### Clock network drawn from the DEF, run 1

Scale bar: 20 um.
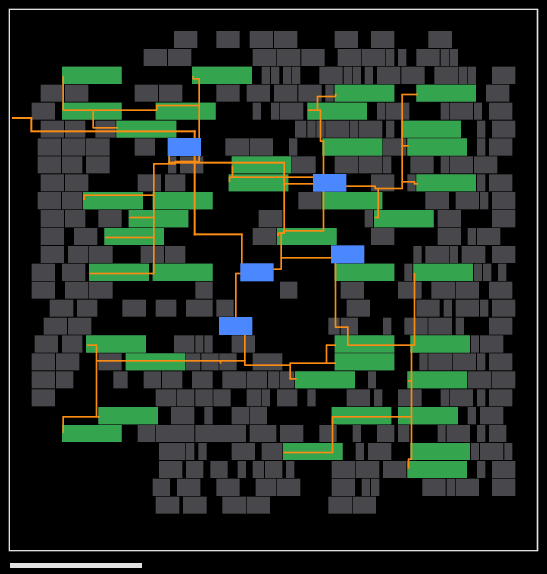
### Logic cells by family, run 1

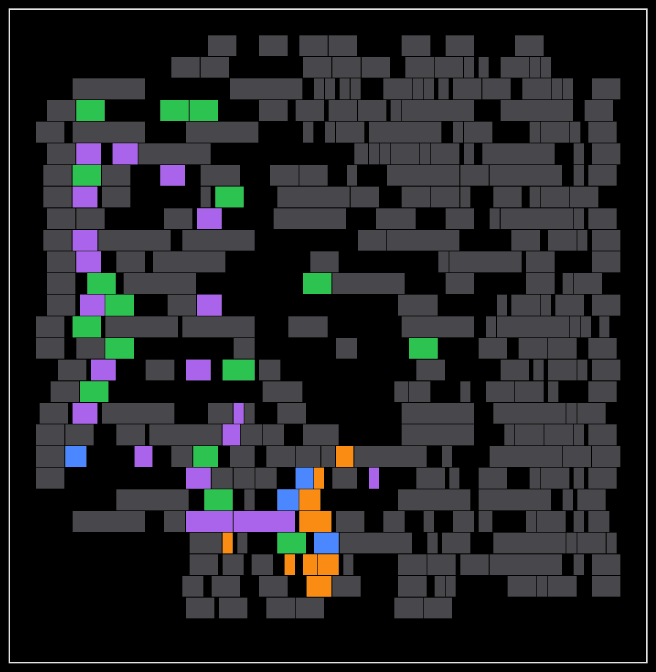
### Placement by cell class, run 1

Scale bar: 20 um.
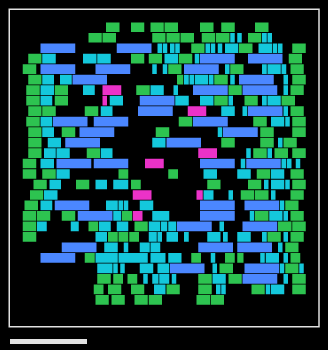
[config.mk]
export PLATFORM = sky130hd
export DESIGN_NAME = output_ctrl
export DESIGN_NICKNAME = d
export VERILOG_FILES = /design/src/rtl/output_ctrl.sv
export SDC_FILE = /design/constraint.sdc
export NUM_CORES = 1
export LEC_CHECK = 0
export CORE_AREA = 3 3 77 79
export CTS_CLUSTER_SIZE = 24
export DETAILED_ROUTE_END_ITERATION = 6
export DIE_AREA = 0 0 80 82
export PLACE_DENSITY = 0.79
export SKIP_CTS_REPAIR_TIMING = 1
export SLEW_MARGIN = 20
export SYNTH_ARGS = -nofsm -noshare
export SYNTH_HDL_FRONTEND = slang
export SYNTH_SLANG_ARGS = --single-unit
[constraint.sdc]
create_clock -name clk -period 3.1 [get_ports clk]
set_input_delay 0.93 -clock clk [delete_from_list [all_inputs] [get_ports clk]]
set_output_delay 0.93 -clock clk [all_outputs]
set_load 0.02 [all_outputs]
[src/rtl/output_ctrl.sv]
// Router egress controller: fixed-priority VC arbitration with wormhole locking
// feeding a single registered flit/valid/ready/vc_id output stage.
module output_ctrl #(
    parameter int FLIT_WIDTH = 34,
    parameter int N_VIRT_CHN = 2
) (
    input  logic                               clk,
    input  logic                               arst,
    input  logic [N_VIRT_CHN*FLIT_WIDTH-1:0]   vc_flit_i,
    input  logic [N_VIRT_CHN-1:0]              vc_valid_i,
    output logic [N_VIRT_CHN-1:0]              vc_ready_o,
    output logic [FLIT_WIDTH-1:0]              flit_data_o,
    output logic                               valid_o,
    input  logic                               ready_i,
    output logic [$clog2(N_VIRT_CHN)-1:0]      vc_id_o,
    output logic                               lock_o,
    output logic                               pkt_err_o
);

    localparam int VC_W = $clog2(N_VIRT_CHN);

    localparam logic [1:0] T_HEAD = 2'b00;
    localparam logic [1:0] T_BODY = 2'b01;
    localparam logic [1:0] T_TAIL = 2'b10;
    localparam logic [1:0] T_HT   = 2'b11;

    typedef enum logic {
        ST_IDLE   = 1'b0,
        ST_LOCKED = 1'b1
    } state_t;

    state_t                  r_state;
    state_t                  w_state_nxt;
    logic [VC_W-1:0]         r_lock_vc;
    logic [VC_W-1:0]         w_lock_vc_nxt;
    logic                    w_err_nxt;
    logic                    w_lock;

    logic                    r_valid;
    logic [FLIT_WIDTH-1:0]   r_flit;
    logic [VC_W-1:0]         r_vc_id;
    logic                    r_pkt_err;

    logic                    w_can_load;
    logic                    w_xfer_in;
    logic [N_VIRT_CHN-1:0]   w_grant;
    logic [N_VIRT_CHN-1:0]   w_vc_ready;
    logic [VC_W-1:0]         w_gidx;
    logic [FLIT_WIDTH-1:0]   w_in_flit;
    logic [1:0]              w_in_type;

    assign w_can_load = ~r_valid | ready_i;

    // Ascending scan lets the highest-index valid VC overwrite lower ones.
    always_comb begin
        w_grant = '0;
        if (r_state == ST_LOCKED) begin
            w_grant[r_lock_vc] = vc_valid_i[r_lock_vc];
        end else begin
            for (int i = 0; i < N_VIRT_CHN; i++) begin
                if (vc_valid_i[i]) begin
                    w_grant    = '0;
                    w_grant[i] = 1'b1;
                end
            end
        end
    end

    assign w_vc_ready = arst ? (w_grant & {N_VIRT_CHN{w_can_load}}) : '0;
    assign w_xfer_in  = |(vc_valid_i & w_vc_ready);

    always_comb begin
        w_gidx    = '0;
        w_in_flit = '0;
        for (int i = 0; i < N_VIRT_CHN; i++) begin
            if (w_grant[i]) begin
                w_gidx    = VC_W'(i);
                w_in_flit = vc_flit_i[i*FLIT_WIDTH +: FLIT_WIDTH];
            end
        end
    end

    assign w_in_type = w_in_flit[FLIT_WIDTH-1 -: 2];

    always_ff @(posedge clk or negedge arst) begin
        if (!arst) begin
            r_state   <= ST_IDLE;
            r_lock_vc <= '0;
        end else begin
            r_state   <= w_state_nxt;
            r_lock_vc <= w_lock_vc_nxt;
        end
    end

    // While locked only the locked VC is granted, so any accept is on r_lock_vc.
    always_comb begin
        w_state_nxt   = r_state;
        w_lock_vc_nxt = r_lock_vc;
        w_err_nxt     = 1'b0;
        if (w_xfer_in) begin
            case (r_state)
                ST_IDLE: begin
                    case (w_in_type)
                        T_HEAD: begin
                            w_state_nxt   = ST_LOCKED;
                            w_lock_vc_nxt = w_gidx;
                        end
                        T_HT:    w_state_nxt = ST_IDLE;
                        default: w_err_nxt   = 1'b1;
                    endcase
                end
                ST_LOCKED: begin
                    case (w_in_type)
                        T_TAIL: w_state_nxt = ST_IDLE;
                        T_BODY: w_state_nxt = ST_LOCKED;
                        T_HEAD: w_err_nxt   = 1'b1;
                        default: begin
                            w_err_nxt   = 1'b1;
                            w_state_nxt = ST_IDLE;
                        end
                    endcase
                end
                default: w_state_nxt = ST_IDLE;
            endcase
        end
    end

    always_comb begin
        w_lock = (r_state == ST_LOCKED);
    end

    always_ff @(posedge clk or negedge arst) begin
        if (!arst) begin
            r_valid   <= 1'b0;
            r_flit    <= '0;
            r_vc_id   <= '0;
            r_pkt_err <= 1'b0;
        end else begin
            r_pkt_err <= w_err_nxt;
            if (w_xfer_in) begin
                r_valid <= 1'b1;
                r_flit  <= w_in_flit;
                r_vc_id <= w_gidx;
            end else if (r_valid && ready_i) begin
                r_valid <= 1'b0;
            end
        end
    end

    assign vc_ready_o  = w_vc_ready;
    assign flit_data_o = r_flit;
    assign valid_o     = r_valid;
    assign vc_id_o     = r_vc_id;
    assign lock_o      = w_lock;
    assign pkt_err_o   = r_pkt_err;

endmodule
==> run summary, run 1 <==
run results: CTS tree=done, period utilization=0.982, pre-CTS WS=-0.450 ns, CP max stage delay=0.45 ns, Multi-Input Combinational=78, relative slew slack=0.611, status=finished, final reports clean, HP Class=primary input to asynchronous set/reset pin, Avg Inst Size Synth=10.2 um^2, Yosys chip area=0.00204 mm^2, # diodes=0, Non-clock buffers=126, Post-route DRC=0, cell at the slowest stage of the critical path=clkdlybuf4s50_1, PnR Total Power=2680 uW, P_seq=897 uW, max-slew violations=0, PwrDens=806 mW/mm^2, startpoint types=primary input, Setup Crit Path Kind=primary input to output port, final setup fails=0, Netlist cell types=36, mux share=0.0153, Worst R2R Setup Slack=1.18 ns, Int Pwr=1650 uW, hold_ws=0.448 ns, htree depth=2, CTS root buffer=clkbuf_8, vias in the first global route=1,920, Util after Layout=0.614, adder share=0.00613, endpoint class of the critical path=output port, Worst Path Required=2.17 ns, inverters=65, first-pass GRT wire length=9.14 mm, grt met2 use=0.317, Die Y=82 um, metal3 WL=496 um, Nets at Floorplan=273, critical path, cell by cell=clkdlybuf4s50_1 > mux2_2 > nor3_4 > buf_4, initial antenna violation count=0, Crit path buffers/inverters=2, worst-path fanout max=3, DR WL met2=2.88 mm, R2R cell count=5, met3 Use GR=0.0570, max cap viols=0, met1 usage=0.216, Synth Seq Share=0.479, Max-area cell class=buffers, vias per inst=5.08, Post-synth area hogs=dfrtp_1 (48%), inv_1 (12%), a222oi_1 (9.8%), DRT iter0 DRCs=130, largest net degree at the start of global routing=36, post-route antenna net violation count=0, Syn Inst Count=199, Nets=389, DP HPWL=4.43 mm, placed insts=380, drt total wl=6.01 mm, Log Warnings=26, Fill cells=465, routability cong.=0.909, GRT Util Overall=0.180, leading area contributor after synthesis=dfrtp_1, highest-power group=combinational cells, logic area=711 um^2, via count=1,971, post-route setup slack=0.0573 ns, xor/xnor share=0.00429, M1 WL=2.62 mm
-- 'Clock network drawn from the DEF' (at the start) --
flip-flops: in green, count 39. clock wires: in orange, length 467 um. clock drivers: in blue, count 5.
There are 6 routed clock nets.
Clk. pwr: 327 uW
power share of the clock group: 0.122
Skew-Pair Late Insertion Delay: 0.28 ns
skew final: 0.00804 ns

-- 'Logic cells by family' (at the start) --
AND and OR gates: in blue, cells 4, where south. AND-OR and OR-AND gates: in green, cells 16. NAND gates: in orange, cells 9, where south. NOR gates: in purple, cells 19.
dominant logic cell type in the layout: clkdlybuf4s50_1
logic share of the area: 0.214
final cell count without fillers: 388

-- 'Placement by cell class' (at the start) --
other buffers and delay cells: in green, cells 126. combinational and other logic: in cyan, cells 143. flops: in blue, cells 39. clock drivers and dummy loads: in magenta, cells 8.
flop share of the area: 0.294
Final Instance Area: 0.00332 mm^2
row count: 27

## run 1: cell usage in the layout (no fill, tap or decap), drive strengths merged, types with 2 or more instances in the layout
cell type and instances:
nand3b 2, o41ai 2, dfrtp 39, nor4b 13
clkbuf 7, nand2 3, a222oi 20, nor4 2
buf 16, clkdlybuf4s50 109, inv 65, nor2 2
mux2i 2, a221o 13
## run 1: synth_stat cells (all sizes together)
cell type and count:
a21oi 1, a222oi 20, mux2i 2, a211o 1, nor2b 1, nor3 1, a311oi 1, or2b 1
nand2b 1, nand2 3, and3 1, o21bai 1, nor4b 13, nand3b 2, o41ai 2, dfrtp 39
inv 65, nand4bb 1, clkbuf 4, mux2 1, nor2 2, a2111o 1, o211a 1, and4 1
nand4b 1, nor4 2, nand3 1, xnor2 1, ha 1, and2b 1, buf 13, a221o 13
--- run 2 (diff from run 1) ---
--- a/config.mk
+++ b/config.mk
@@ -11,7 +11,7 @@
 export DIE_AREA = 0 0 80 82
 export PLACE_DENSITY = 0.79
 export SKIP_CTS_REPAIR_TIMING = 1
-export SLEW_MARGIN = 20
+export SLEW_MARGIN = 0
 export SYNTH_ARGS = -nofsm -noshare
 export SYNTH_HDL_FRONTEND = slang
 export SYNTH_SLANG_ARGS = --single-unit
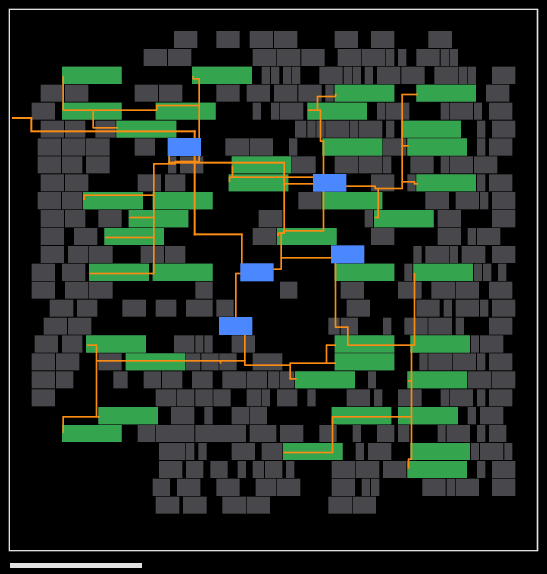
*Clock network drawn from the DEF, run 2*
Scale bar: 20 um.
flip-flops: in green, count 39. clock drivers: in blue, count 5. clock wires: in orange, length 467 um.
There are 6 routed clock nets.

==> run 2 against run 1 <==
  * Wire length unchanged
  * Utilization is the same
  * Non-clock buffer count is the same
  * Critical path type unchanged
  * Largest cell class unchanged
==> run summary, run 2 <==
run results: cell at the slowest stage of the critical path=clkdlybuf4s50_1 (unchanged), first-pass GRT wire length=9.14 mm (unchanged), Leakage Power=0.00158 uW (unchanged), pre-CTS WS=-0.450 ns (unchanged), Final Critical Period=3.04 ns (unchanged), Fill cells=465 (unchanged), worst-path fanout max=3 (unchanged), Syn Inst Count=199 (unchanged), startpoint types=primary input (unchanged), Nets at Floorplan=273 (unchanged), critical path, cell by cell=clkdlybuf4s50_1 > mux2_2 > nor3_4 > buf_4 (unchanged), CTS root buffer=clkbuf_8 (unchanged), highest-power group=combinational cells (unchanged), post-synthesis cell area=0.00204 mm^2 (unchanged), dominant logic cell type in the layout=clkdlybuf4s50_1 (unchanged), P_seq=897 uW (about the same), Post-synth area hogs=dfrtp_1 (48%), inv_1 (12%), a222oi_1 (9.8%) (unchanged), CP max stage delay=0.45 ns (about the same), HP Class=primary input to asynchronous set/reset pin (unchanged), htree depth=2 (unchanged), Clk. pwr=327 uW (about the same), Setup Crit Path Kind=primary input to output port (unchanged), CTS tree=done (unchanged), met3 Use GR=0.0570 (unchanged), Net Sw Frac=0.384 (unchanged), Int Pwr=1650 uW (unchanged), Util after Layout=0.614 (unchanged), Skew-Pair Late Insertion Delay=0.28 ns (about the same), Primary FF master, synth=dfrtp_1 (unchanged), post-route setup slack=0.0573 ns (unchanged), DR WL met2=2.88 mm (unchanged), grt met2 use=0.317 (unchanged), Avg Inst Size Synth=10.2 um^2 (unchanged), DRT iter0 DRCs=130 (unchanged), power share of the clock group=0.122 (about the same), count of library flops with an enable pin=0 (unchanged), met1 usage=0.216 (unchanged), Worst R2R Setup Slack=1.18 ns (about the same), drt total wl=6.01 mm (unchanged), ys async rst share=1.00 (unchanged), CP arrival=2.11 ns (about the same), dominant logic cell types in the final layout=clkdlybuf4s50_1 (109), inv_1 (65), dfrtp_1 (39) (unchanged), Post-route DRC=0 (unchanged), routability cong.=0.909 (unchanged), hold_ws=0.448 ns (unchanged), max cap viols=0 (unchanged), Yosys chip area=0.00204 mm^2 (unchanged), status=finished, final reports clean (unchanged), post-route antenna net violation count=0 (unchanged), PwrDens=806 mW/mm^2 (unchanged), via count=1,971 (unchanged), M1 WL=2.62 mm (unchanged), skew final=0.00804 ns (unchanged), vias in the first global route=1,920 (unchanged), # diodes=0 (unchanged), GRT Util Overall=0.180 (unchanged), xor/xnor share=0.00429 (unchanged), endpoint class of the critical path=output port (unchanged), most numerous cell in the Yosys netlist=inv_1 (unchanged), initial antenna violation count=0 (unchanged), Nets=389 (unchanged), R2R cell count=5 (unchanged), relative slew slack=0.611 (unchanged), largest net degree at the start of global routing=36 (unchanged), period utilization=0.982 (unchanged), Log Warnings=26 (unchanged), Die Y=82 um (unchanged), row count=27 (unchanged), leading area contributor after synthesis=dfrtp_1 (unchanged), fmax=329 MHz (unchanged), metal3 WL=496 um (unchanged), clk sinks=39 (unchanged)
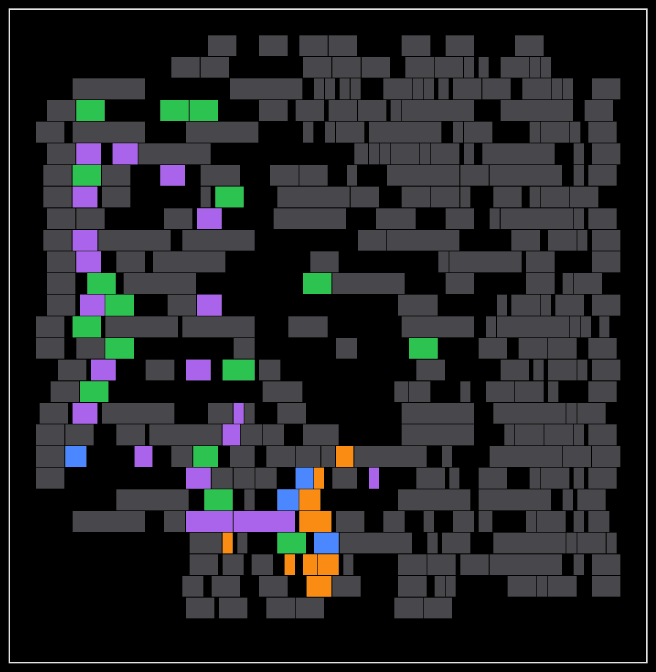
*Logic cells by family, run 2*
NOR gates: in purple, cells 19. AND and OR gates: in blue, cells 4, where south. NAND gates: in orange, cells 9, where south. AND-OR and OR-AND gates: in green, cells 16.

run 2: metrics by stage:
step	instance area [um^2]	TNS [ns]	cells	power [uW]
2_1_floorplan	2040	0	199	1660
3_3_place_gp	3240	-0.737	380	2320
3_5_place_dp	3240	-0.806	380	2360
4_1_cts	3320	-0.807	388	2700
5_1_grt	3320	0	388	2840
6_report	3320	0	388	2680
run 2: area by class of cell:
class,instances,area (um^2),area share
timing repair buffer,126,1210,0.366
sequential,39,976,0.294
multi-input combinational,78,711,0.214
inverter,65,244,0.0735
tap,72,90.1,0.0271
clock buffer,6,72.6,0.0219
clock inverter,2,12.5,0.00377
run 2: worst max-delay path: cells and delay by family:
| kind | cells | cell delay (ns) |
|---|---|---|
| buffers and inverters | 2 | 0.63 |
| muxes | 1 | 0.32 |
| and+or+nand+nor | 1 | 0.24 |
--- run 3 (diff from run 2) ---
--- a/config.mk
+++ b/config.mk
@@ -10,6 +10,7 @@
 export DETAILED_ROUTE_END_ITERATION = 6
 export DIE_AREA = 0 0 80 82
 export PLACE_DENSITY = 0.79
+export SETUP_SLACK_MARGIN = 0.4
 export SKIP_CTS_REPAIR_TIMING = 1
 export SLEW_MARGIN = 0
 export SYNTH_ARGS = -nofsm -noshare
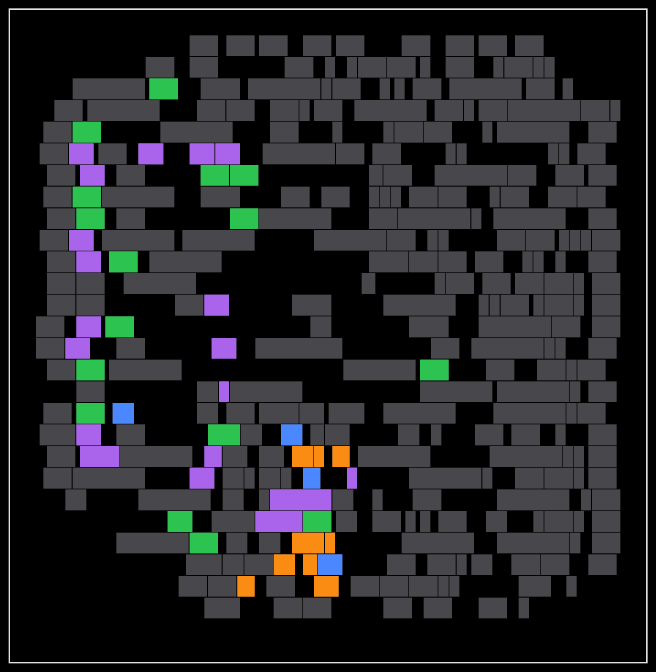
*Logic cells by family, run 3*
NAND gates: in orange, cells 9, where south. AND and OR gates: in blue, cells 4. AND-OR and OR-AND gates: in green, cells 16. NOR gates: in purple, cells 19.
logic share of the area: 0.214

==> run 3 against run 2 <==
  * Total power grew 3.8%
  * Non-clock buffer count stayed put
  * Fmax up 15%
  * Synthesized cell count stayed put
  * Combinational power is essentially flat
  * Utilization grew 1.1 points
  * Sequential share of layout area down 0.52 points
  * First-iteration DRC count up 9.2%
  * Hold slack improved by 0.063 ns
  * Global-route usage is 0.55 points lower
  * Die size stayed put
  * Design area up 1.8%
  * Critical path type unchanged
  * Largest cell class unchanged
  * Largest power group unchanged
==> run summary, run 3 <==
run results: status=finished, final reports clean (unchanged), HP Class=register to register (was primary input to asynchronous set/reset pin), # diodes=0 (unchanged), Net Sw Frac=0.366 (was 0.384), via count=1,975 (was 1,971), ys async rst share=1.00 (unchanged), endpoint class of the critical path=output port (unchanged), path length in cells of the critical path=4 (unchanged), metal3 WL=571 um (was 496 um), CP arrival=1.71 ns (was 2.11 ns), skew final=0.00521 ns (was 0.00804 ns), Log Warnings=26 (unchanged), dominant logic cell type in the layout=clkdlybuf4s50_1 (unchanged), PnR Total Power=2780 uW (was 2680 uW), DRT iter0 DRCs=142 (was 130), post-route antenna net violation count=0 (unchanged), most numerous cell in the Yosys netlist=inv_1 (unchanged), worst-path fanout max=4 (was 3), final cell count without fillers=388 (unchanged), Yosys chip area=0.00204 mm^2 (unchanged), Crit path buffers/inverters=2 (unchanged), dpl cell area=0.00324 mm^2 (about the same), DR WL met2=2.74 mm (was 2.88 mm), final setup fails=0 (unchanged), Post-synth area hogs=dfrtp_1 (48%), inv_1 (12%), a222oi_1 (9.8%) (unchanged), max-slew violations=0 (unchanged), Skew-Pair Late Insertion Delay=0.28 ns (about the same), Clk. pwr=431 uW (was 327 uW), CP top delay family=buffers and inverters (unchanged), M1 WL=2.47 mm (was 2.62 mm), drt total wl=5.82 mm (was 6.01 mm), CTS tree=done (unchanged), dominant logic cell types in the final layout=clkdlybuf4s50_1 (106), inv_1 (65), dfrtp_1 (39) (was clkdlybuf4s50_1 (109), inv_1 (65), dfrtp_1 (39)), post-route setup slack=0.462 ns (was 0.0573 ns), Avg Inst Size Synth=10.2 um^2 (unchanged), Synth Seq Share=0.479 (unchanged), power share of the clock group=0.155 (was 0.122), max cap viols=0 (unchanged), Synth top cells by count=inv_1 (65), dfrtp_1 (39), a222oi_1 (20) (unchanged), Setup TNS=0 ns (unchanged), leading area contributor after synthesis=dfrtp_1 (unchanged), largest net degree at the start of global routing=36 (unchanged), DP HPWL=4.30 mm (was 4.43 mm), vias per inst=5.09 (was 5.08)
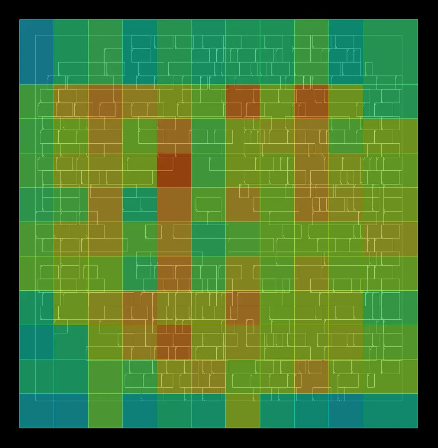
*Congestion heat map, run 3*
met1 usage: 0.213
met3 Use GR: 0.0493
Util after Layout: 0.625
grt met2 use: 0.305

==> run 3: final cells by class <==
| class | instances | area (um^2) |
|---|---|---|
| clock buffer | 6 | 82.6 |
| multi-input combinational | 78 | 724 |
| fill | 479 | 2030 |
| inverter | 65 | 244 |
| tap | 72 | 90.1 |
| timing repair buffer | 126 | 1230 |
| clock inverter | 2 | 35.0 |
| sequential | 39 | 976 |
==> run 3: logic make-up after synthesis <==
family / Yosys count / synth area share
compound gates: 41 / 0.196
xor+xnor: 1 / 0.00430
fa+ha+maj: 1 / 0.00613
buf+inv: 82 / 0.179
flops: 39 / 0.479
mux: 3 / 0.0153
simple gates: 32 / 0.121
Power figures rest on the tool's default switching activity, not on a simulated workload.
